Fig. 1: run 1, routing congestion
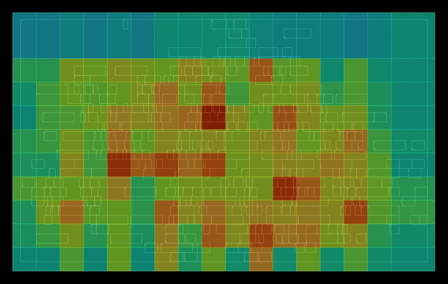
Fig. 2: run 1, signal metal coverage by tile
25 x 15 tiles, from white (low) to dark blue (high), scaled to the fullest tile. Values are wire area over tile area, all layers added.
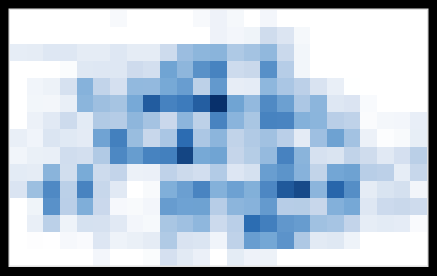
Fig. 3: run 1, signal wires by layer
Bar = 20 um. Only two layers are drawn.
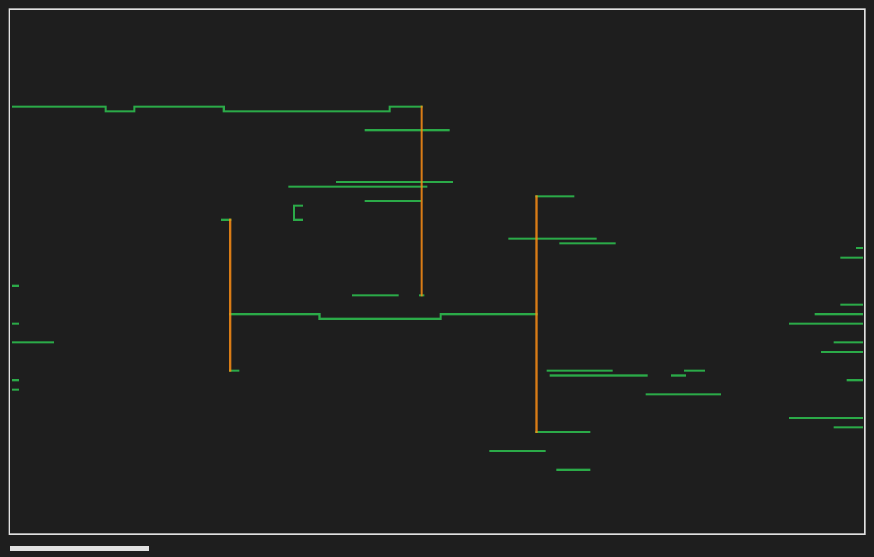
==> src/rtl/descr_align_ctrl.sv <==
// descr_align_ctrl
// Word alignment controller for a 30-bit descrambled GTX receive path.
// Hunts for the frame header by issuing single-cycle bitslip requests,
// declares lock after a run of consecutive header matches, and drops lock
// after a run of consecutive header errors.
//
// Optional build macro: DESCR_ALIGN_POL_EN
//   When defined, a full sweep of all 30 slip positions without lock flips
//   the descrambler polarity (REV) and re-resets the descrambler before
//   settling again. When undefined, REV is tied low.
//
// State table:
//   state       | meaning
//   ST_IDLE     | disabled, descrambler held in reset
//   ST_DRST     | descrambler reset pulse, 2 cycles
//   ST_SETTLE   | discarding SETTLE_CNT valid words after slip/reset
//   ST_HUNT     | counting consecutive header matches towards lock
//   ST_SLIP     | issuing one bitslip request, advancing slip position
//   ST_LOCKED   | aligned, counting header errors

module descr_align_ctrl #(
    parameter int          GOOD_CNT   = 64,
    parameter int          BAD_CNT    = 4,
    parameter int          SETTLE_CNT = 16,
    parameter logic [29:0] HDR_MASK   = 30'h3000_0000,
    parameter logic [29:0] HDR_PAT    = 30'h2000_0000
) (
    input  logic        CLK,
    input  logic        RSTn,
    input  logic        EN,
    input  logic        DIN_VALID,
    input  logic [29:0] DIN,
    output logic        BITSLIP,
    output logic        DESCR_RSTn,
    output logic        REV,
    output logic        LOCKED,
    output logic        LOCK_LOST,
    output logic [4:0]  SLIP_CNT,
    output logic [15:0] ERR_CNT
);

    localparam int GW = (GOOD_CNT   > 0) ? $clog2(GOOD_CNT + 1)   : 1;
    localparam int BW = (BAD_CNT    > 0) ? $clog2(BAD_CNT + 1)    : 1;
    localparam int SW = (SETTLE_CNT > 0) ? $clog2(SETTLE_CNT + 1) : 1;

    localparam logic [GW-1:0] GOOD_LAST   = GW'((GOOD_CNT > 0) ? GOOD_CNT - 1 : 0);
    localparam logic [BW-1:0] BAD_LAST    = BW'((BAD_CNT > 0) ? BAD_CNT - 1 : 0);
    localparam logic [SW-1:0] SETTLE_INIT = SW'(SETTLE_CNT);
    localparam logic [4:0]    SLIP_MAX    = 5'd29;
    localparam logic [1:0]    DRST_LEN    = 2'd2;

    typedef enum logic [2:0] {
        ST_IDLE,
        ST_DRST,
        ST_SETTLE,
        ST_HUNT,
        ST_SLIP,
        ST_LOCKED
    } state_t;

    state_t        state;
    logic [1:0]    drst_cnt;
    logic [SW-1:0] settle_cnt;
    logic [GW-1:0] good_cnt;
    logic [BW-1:0] bad_cnt;
    logic          hdr_match;

    // Header compare on the masked bits of the incoming word
    assign hdr_match = ((DIN & HDR_MASK) == HDR_PAT);

    // Alignment sequencer with registered outputs
    always_ff @(posedge CLK or negedge RSTn) begin
        if (!RSTn) begin
            state      <= ST_IDLE;
            drst_cnt   <= '0;
            settle_cnt <= '0;
            good_cnt   <= '0;
            bad_cnt    <= '0;
            BITSLIP    <= 1'b0;
            DESCR_RSTn <= 1'b0;
            REV        <= 1'b0;
            LOCKED     <= 1'b0;
            LOCK_LOST  <= 1'b0;
            SLIP_CNT   <= '0;
            ERR_CNT    <= '0;
        end else begin
            // Both pulse outputs are single-cycle by construction
            BITSLIP   <= 1'b0;
            LOCK_LOST <= 1'b0;

            if (!EN) begin
                // Disable overrides every other event; slip position,
                // polarity and error count are kept for inspection
                state      <= ST_IDLE;
                drst_cnt   <= '0;
                settle_cnt <= '0;
                good_cnt   <= '0;
                bad_cnt    <= '0;
                DESCR_RSTn <= 1'b0;
                LOCKED     <= 1'b0;
            end else begin
                case (state)
                    ST_IDLE: begin
                        state      <= ST_DRST;
                        drst_cnt   <= DRST_LEN;
                        DESCR_RSTn <= 1'b0;
                        ERR_CNT    <= '0;
                    end

                    ST_DRST: begin
                        if (drst_cnt == 2'd1) begin
                            state      <= ST_SETTLE;
                            drst_cnt   <= '0;
                            settle_cnt <= SETTLE_INIT;
                            DESCR_RSTn <= 1'b1;
                        end else begin
                            drst_cnt <= drst_cnt - 2'd1;
                        end
                    end

                    ST_SETTLE: begin
                        if (settle_cnt == '0) begin
                            state    <= ST_HUNT;
                            good_cnt <= '0;
                        end else if (DIN_VALID) begin
                            if (settle_cnt == SW'(1)) begin
                                state    <= ST_HUNT;
                                good_cnt <= '0;
                            end
                            settle_cnt <= settle_cnt - SW'(1);
                        end
                    end

                    ST_HUNT: begin
                        if (DIN_VALID) begin
                            if (!hdr_match) begin
                                state    <= ST_SLIP;
                                good_cnt <= '0;
                            end else if (good_cnt == GOOD_LAST) begin
                                state    <= ST_LOCKED;
                                good_cnt <= '0;
                                bad_cnt  <= '0;
                                LOCKED   <= 1'b1;
                            end else begin
                                good_cnt <= good_cnt + GW'(1);
                            end
                        end
                    end

                    ST_SLIP: begin
                        BITSLIP <= 1'b1;
                        if (SLIP_CNT == SLIP_MAX) begin
                            SLIP_CNT <= '0;
`ifdef DESCR_ALIGN_POL_EN
                            // Every position tried at this polarity: flip it
                            // and restart the descrambler from a clean state
                            REV        <= ~REV;
                            state      <= ST_DRST;
                            drst_cnt   <= DRST_LEN;
                            DESCR_RSTn <= 1'b0;
`else
                            state      <= ST_SETTLE;
                            settle_cnt <= SETTLE_INIT;
`endif
                        end else begin
                            SLIP_CNT   <= SLIP_CNT + 5'd1;
                            state      <= ST_SETTLE;
                            settle_cnt <= SETTLE_INIT;
                        end
                    end

                    ST_LOCKED: begin
                        if (DIN_VALID) begin
                            if (hdr_match) begin
                                bad_cnt <= '0;
                            end else begin
                                if (ERR_CNT != 16'hFFFF) begin
                                    ERR_CNT <= ERR_CNT + 16'd1;
                                end
                                if (bad_cnt == BAD_LAST) begin
                                    state     <= ST_SLIP;
                                    bad_cnt   <= '0;
                                    LOCKED    <= 1'b0;
                                    LOCK_LOST <= 1'b1;
                                end else begin
                                    bad_cnt <= bad_cnt + BW'(1);
                                end
                            end
                        end
                    end

                    default: begin
                        state <= ST_IDLE;
                    end
                endcase
            end
        end
    end

endmodule
==> config.mk <==
export PLATFORM = sky130hd
export DESIGN_NAME = descr_align_ctrl
export DESIGN_NICKNAME = d
export VERILOG_FILES = /design/src/rtl/descr_align_ctrl.sv
export SDC_FILE = /design/constraint.sdc
export NUM_CORES = 1
export LEC_CHECK = 0
export CORE_ASPECT_RATIO = 0.6
export CORE_MARGIN = 2
export CORE_UTILIZATION = 30
export DETAILED_ROUTE_END_ITERATION = 16
export SYNTH_ARGS = -nofsm -noshare
export SYNTH_HDL_FRONTEND = slang
export SYNTH_SLANG_ARGS = --single-unit
==> constraint.sdc <==
create_clock -name CLK -period 1.98 [get_ports CLK]
set_clock_uncertainty 0.05 [all_clocks]
set_input_delay 0.396 -clock CLK [delete_from_list [all_inputs] [get_ports CLK]]
set_output_delay 0.396 -clock CLK [all_outputs]
set_load 0.03 [all_outputs]
==> impl_metrics.csv, run 1 <==
group,metric,value,unit
status,status,"finished with violations",
status,violations,"setup timing",
worst_setup_path,crit_family,"simple AND/OR/NAND/NOR gates",
floorplanning,taps,112,
synthesis,synthArstFlopShare,100,%
worst_setup_path,crit_start,"settle_cnt[0]$_DFFE_PN0P_",
worst_setup_path,startpoint_type,"flip-flop",
finish,buffers,81,
timing,min_period_over_period,101,%
synthesis,top_cell_area_share,44.1,%
placement,io_buffers,30,
finish,num_antenna_cells,0,
global_route,grt_max_degree,46,
power_and_ir_drop,power.density,849,mW/mm^2
timing,finalSetupViolations,2,
worst_setup_path,worstPathCellList,"inv_1, ha_2, a21oi_2, or4_4, o311a_4, or4_1, nand2_1",
synthesis,largest_area_cell,"dfrtp_1",
finish,seq_share,32.1,%
drt,antenna_left,0,
global_route,met1_usage,22.9,%
synthesis,syn_inst,289,
finish,num-fill-cells,836,
finish,layout_top_cell,"buf_4",
worst_setup_path,crit_type,"flip-flop to flip-flop",
worst_setup_path,reg2reg_to,"good_cnt[4]$_DFFE_PN0P_",
synthesis,synthMostInstantiatedCell,"dfrtp_1",
global_route,grt_most_used_layer,"met1",
synthesis,xor_area_share,0.343,%
synthesis,synth-simple-area-share,25.8,%
timing,timing.final.ws_setup,-0.0270,ns
clock_tree,cts_root_buf,"clkbuf_16",
synthesis,top_cells_by_count,"45 x dfrtp_1, 35 x o21ai_1, 31 x nand2_1",
synthesis,synth_area,0.00255,sq mm
worst_setup_path,path_buffers,1,
power_and_ir_drop,peakVddDrop,0.361,mV
worst_setup_path,worstPathRequired,2.16,ns
drt,remaining_drc_errors,0,
floorplanning,fp_util,30.4,%
worst_setup_path,rr_startpoint,"settle_cnt[0]$_DFFE_PN0P_",
drt,met1_length,3.62,mm
About Fig. 1:
GR Util met3: 3.59%
fin util: 41.8%
met2 Usage GRT: 22.8%

About Fig. 2:
emptiest ninth of the die: top right
mean over tiles: 0.11
densest ninth of the die: middle
nearly empty tiles: 25%
tiles over half the peak: 16%

About Fig. 3:
| layer | colour | wire length |
|---|---|---|
| metal 3 | green | 319 um |
| metal 4 | orange | 83.0 um |
vias: 2418
gr usage total: 15.6%
DR WL/cell: 14.0 um
final wirelength: 6.66 mm

## Run 2: what changed since run 1
--- a/config.mk
+++ b/config.mk
@@ -8,7 +8,9 @@
 export CORE_ASPECT_RATIO = 0.6
 export CORE_MARGIN = 2
 export CORE_UTILIZATION = 30
+export CTS_CLUSTER_SIZE = 12
 export DETAILED_ROUTE_END_ITERATION = 16
+export SLEW_MARGIN = 15
 export SYNTH_ARGS = -nofsm -noshare
 export SYNTH_HDL_FRONTEND = slang
 export SYNTH_SLANG_ARGS = --single-unit
Fig. 4: run 2, signal metal coverage by tile
25 x 15 tiles, from white (low) to dark blue (high), scaled to the fullest tile. Values are wire area over tile area, all layers added.
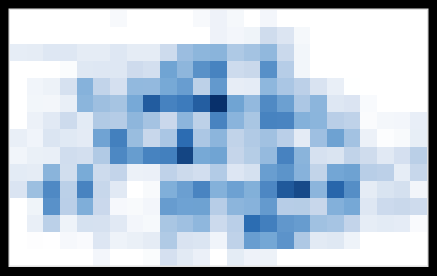
densest ninth of the die: middle
tiles over half the peak: 16%
mean over tiles: 0.11
fullest tile: 0.50
emptiest ninth of the die: top right
nearly empty tiles: 25%

Fig. 5: run 2, routing congestion
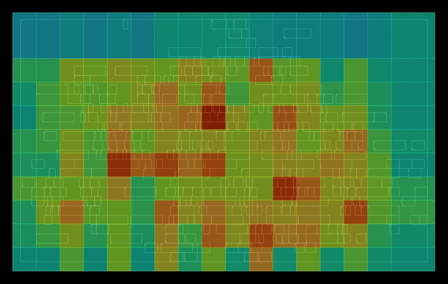
met1 GRT Util: 22.9%
GR peak layer: met1

==> impl_metrics.csv, run 2 <==
group,metric,value,unit
status,status,"finished with violations",
status,violations,"setup timing",
finish,num-fill-cells,836,
finish,seq_share,32.1,%
global_route,use_met2,22.8,%
worst_setup_path,startpoint_type,"flip-flop",
global_route,met3_usage,3.59,%
worst_setup_path,crit_type,"flip-flop to flip-flop",
timing,finalSetupViolations,2,
synthesis,synthArstFlopShare,100,%
finish,buffers,81,
synthesis,syn_inst,289,
drt,dr_total_vias,2418,
worst_setup_path,crit_start,"settle_cnt[0]$_DFFE_PN0P_",
worst_setup_path,worstPathCellList,"inv_1, ha_2, a21oi_2, or4_4, o311a_4, or4_1, nand2_1",
finish,layout_top_cell,"buf_4",
synthesis,synth-simple-area-share,25.8,%
placement,io_buffers,30,
timing,timing.final.ws_setup,-0.0270,ns
synthesis,synthMostInstantiatedCell,"dfrtp_1",
global_route,track_usage,15.6,%
Fig. 6: run 2, signal wires by layer
Bar = 20 um. Only two layers are drawn.
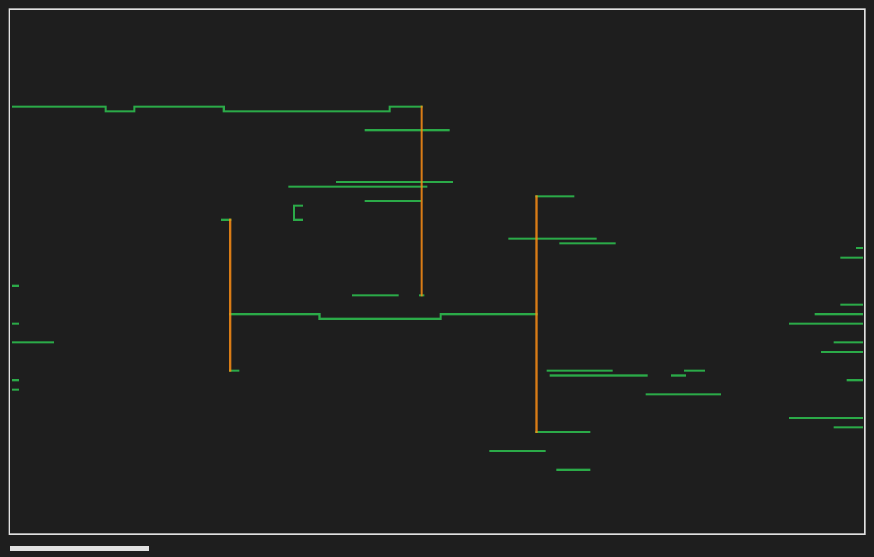

## Run 3: what changed since run 2
--- a/config.mk
+++ b/config.mk
@@ -5,11 +5,14 @@
 export SDC_FILE = /design/constraint.sdc
 export NUM_CORES = 1
 export LEC_CHECK = 0
+export CELL_PAD_IN_SITES_DETAIL_PLACEMENT = 2
+export CELL_PAD_IN_SITES_GLOBAL_PLACEMENT = 2
 export CORE_ASPECT_RATIO = 0.6
-export CORE_MARGIN = 2
-export CORE_UTILIZATION = 30
+export CORE_MARGIN = 5
+export CORE_UTILIZATION = 27
 export CTS_CLUSTER_SIZE = 12
 export DETAILED_ROUTE_END_ITERATION = 16
+export PLACE_DENSITY = 0.76
 export SLEW_MARGIN = 15
 export SYNTH_ARGS = -nofsm -noshare
 export SYNTH_HDL_FRONTEND = slang
Fig. 7: run 3, signal wires by layer
Bar = 50 um. Only two layers are drawn.
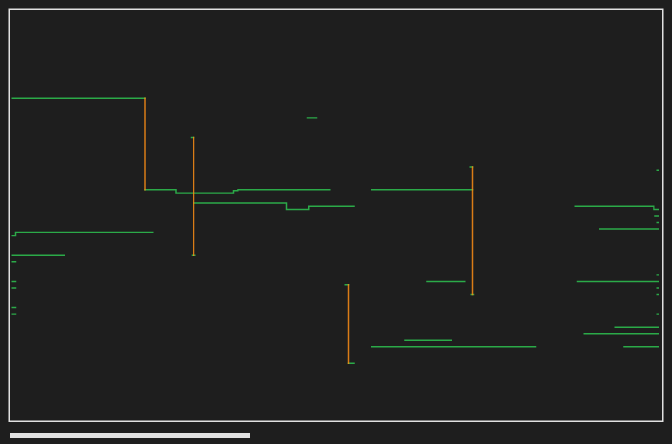
| layer | colour | wire length |
|---|---|---|
| metal 4 | orange | 86.4 um |
| metal 3 | green | 304 um |
DR WL/cell: 18.7 um
final wirelength: 9.28 mm

Fig. 8: run 3, a small window of the routed layout
Bar = 5 um. Window x 92 to 112, y 54 to 74 um. Cells in grey, sequential cells in the stronger grey; small squares are vias.
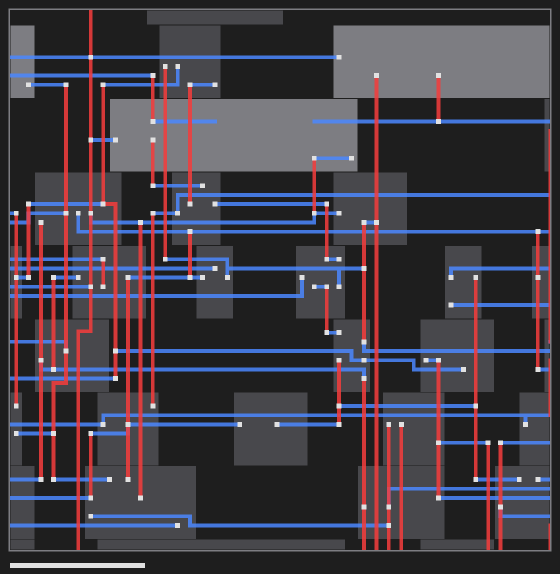
| layer | colour |
|---|---|
| metal 1 | blue |
| metal 2 | red |
most frequent: buf_4 (5), nor2_1 (3)
sequential cells in the window: 2
netlist names of flops here include: LOCKED (1), settle_cnt (1)
cells with their middle in the window: 19

==> impl_metrics.csv, run 3 <==
group,metric,value,unit
global_route,grt_most_used_layer,"met2",
worst_setup_path,crit_family,"simple AND/OR/NAND/NOR gates",
timing,finalSetupViolations,4,
finish,seq_share,31.0,%
synthesis,synthArstFlopShare,100,%
status,violations,"setup timing",
clock_tree,cts_root_buf,"clkbuf_16",
worst_setup_path,reg2reg_to,"good_cnt[4]$_DFFE_PN0P_",
drt,antenna_left,0,
synthesis,syn_inst,289,
finish,buffers,82,
synthesis,synth-simple-area-share,25.8,%
floorplanning,fp_util,27.8,%
finish,layout_top_cell,"buf_4",
global_route,grt_max_degree,46,
status,status,"finished with violations",
power_and_ir_drop,power.density,873,mW/mm^2
power_and_ir_drop,peakVddDrop,0.363,mV
timing,timing.final.ws_setup,-0.0765,ns
drt,met1_length,4.77,mm
global_route,met3_usage,3.73,%
worst_setup_path,worstPathCellList,"inv_2, ha_4, a21oi_2, or4_4, o311a_4, or4_1, nand2_1",
finish,num_antenna_cells,0,
worst_setup_path,rr_startpoint,"settle_cnt[0]$_DFFE_PN0P_",
finish,final_util,39.6,%
worst_setup_path,crit_start,"settle_cnt[0]$_DFFE_PN0P_",
synthesis,largest_area_cell,"dfrtp_1",
global_route,track_usage,16.4,%
placement,io_buffers,30,
worst_setup_path,startpoint_type,"flip-flop",
global_route,met1_usage,22.9,%
synthesis,top_cell_area_share,44.1,%
synthesis,top_cells_by_count,"45 x dfrtp_1, 35 x o21ai_1, 31 x nand2_1",
synthesis,synth_area,0.00255,sq mm
global_route,use_met2,26.1,%
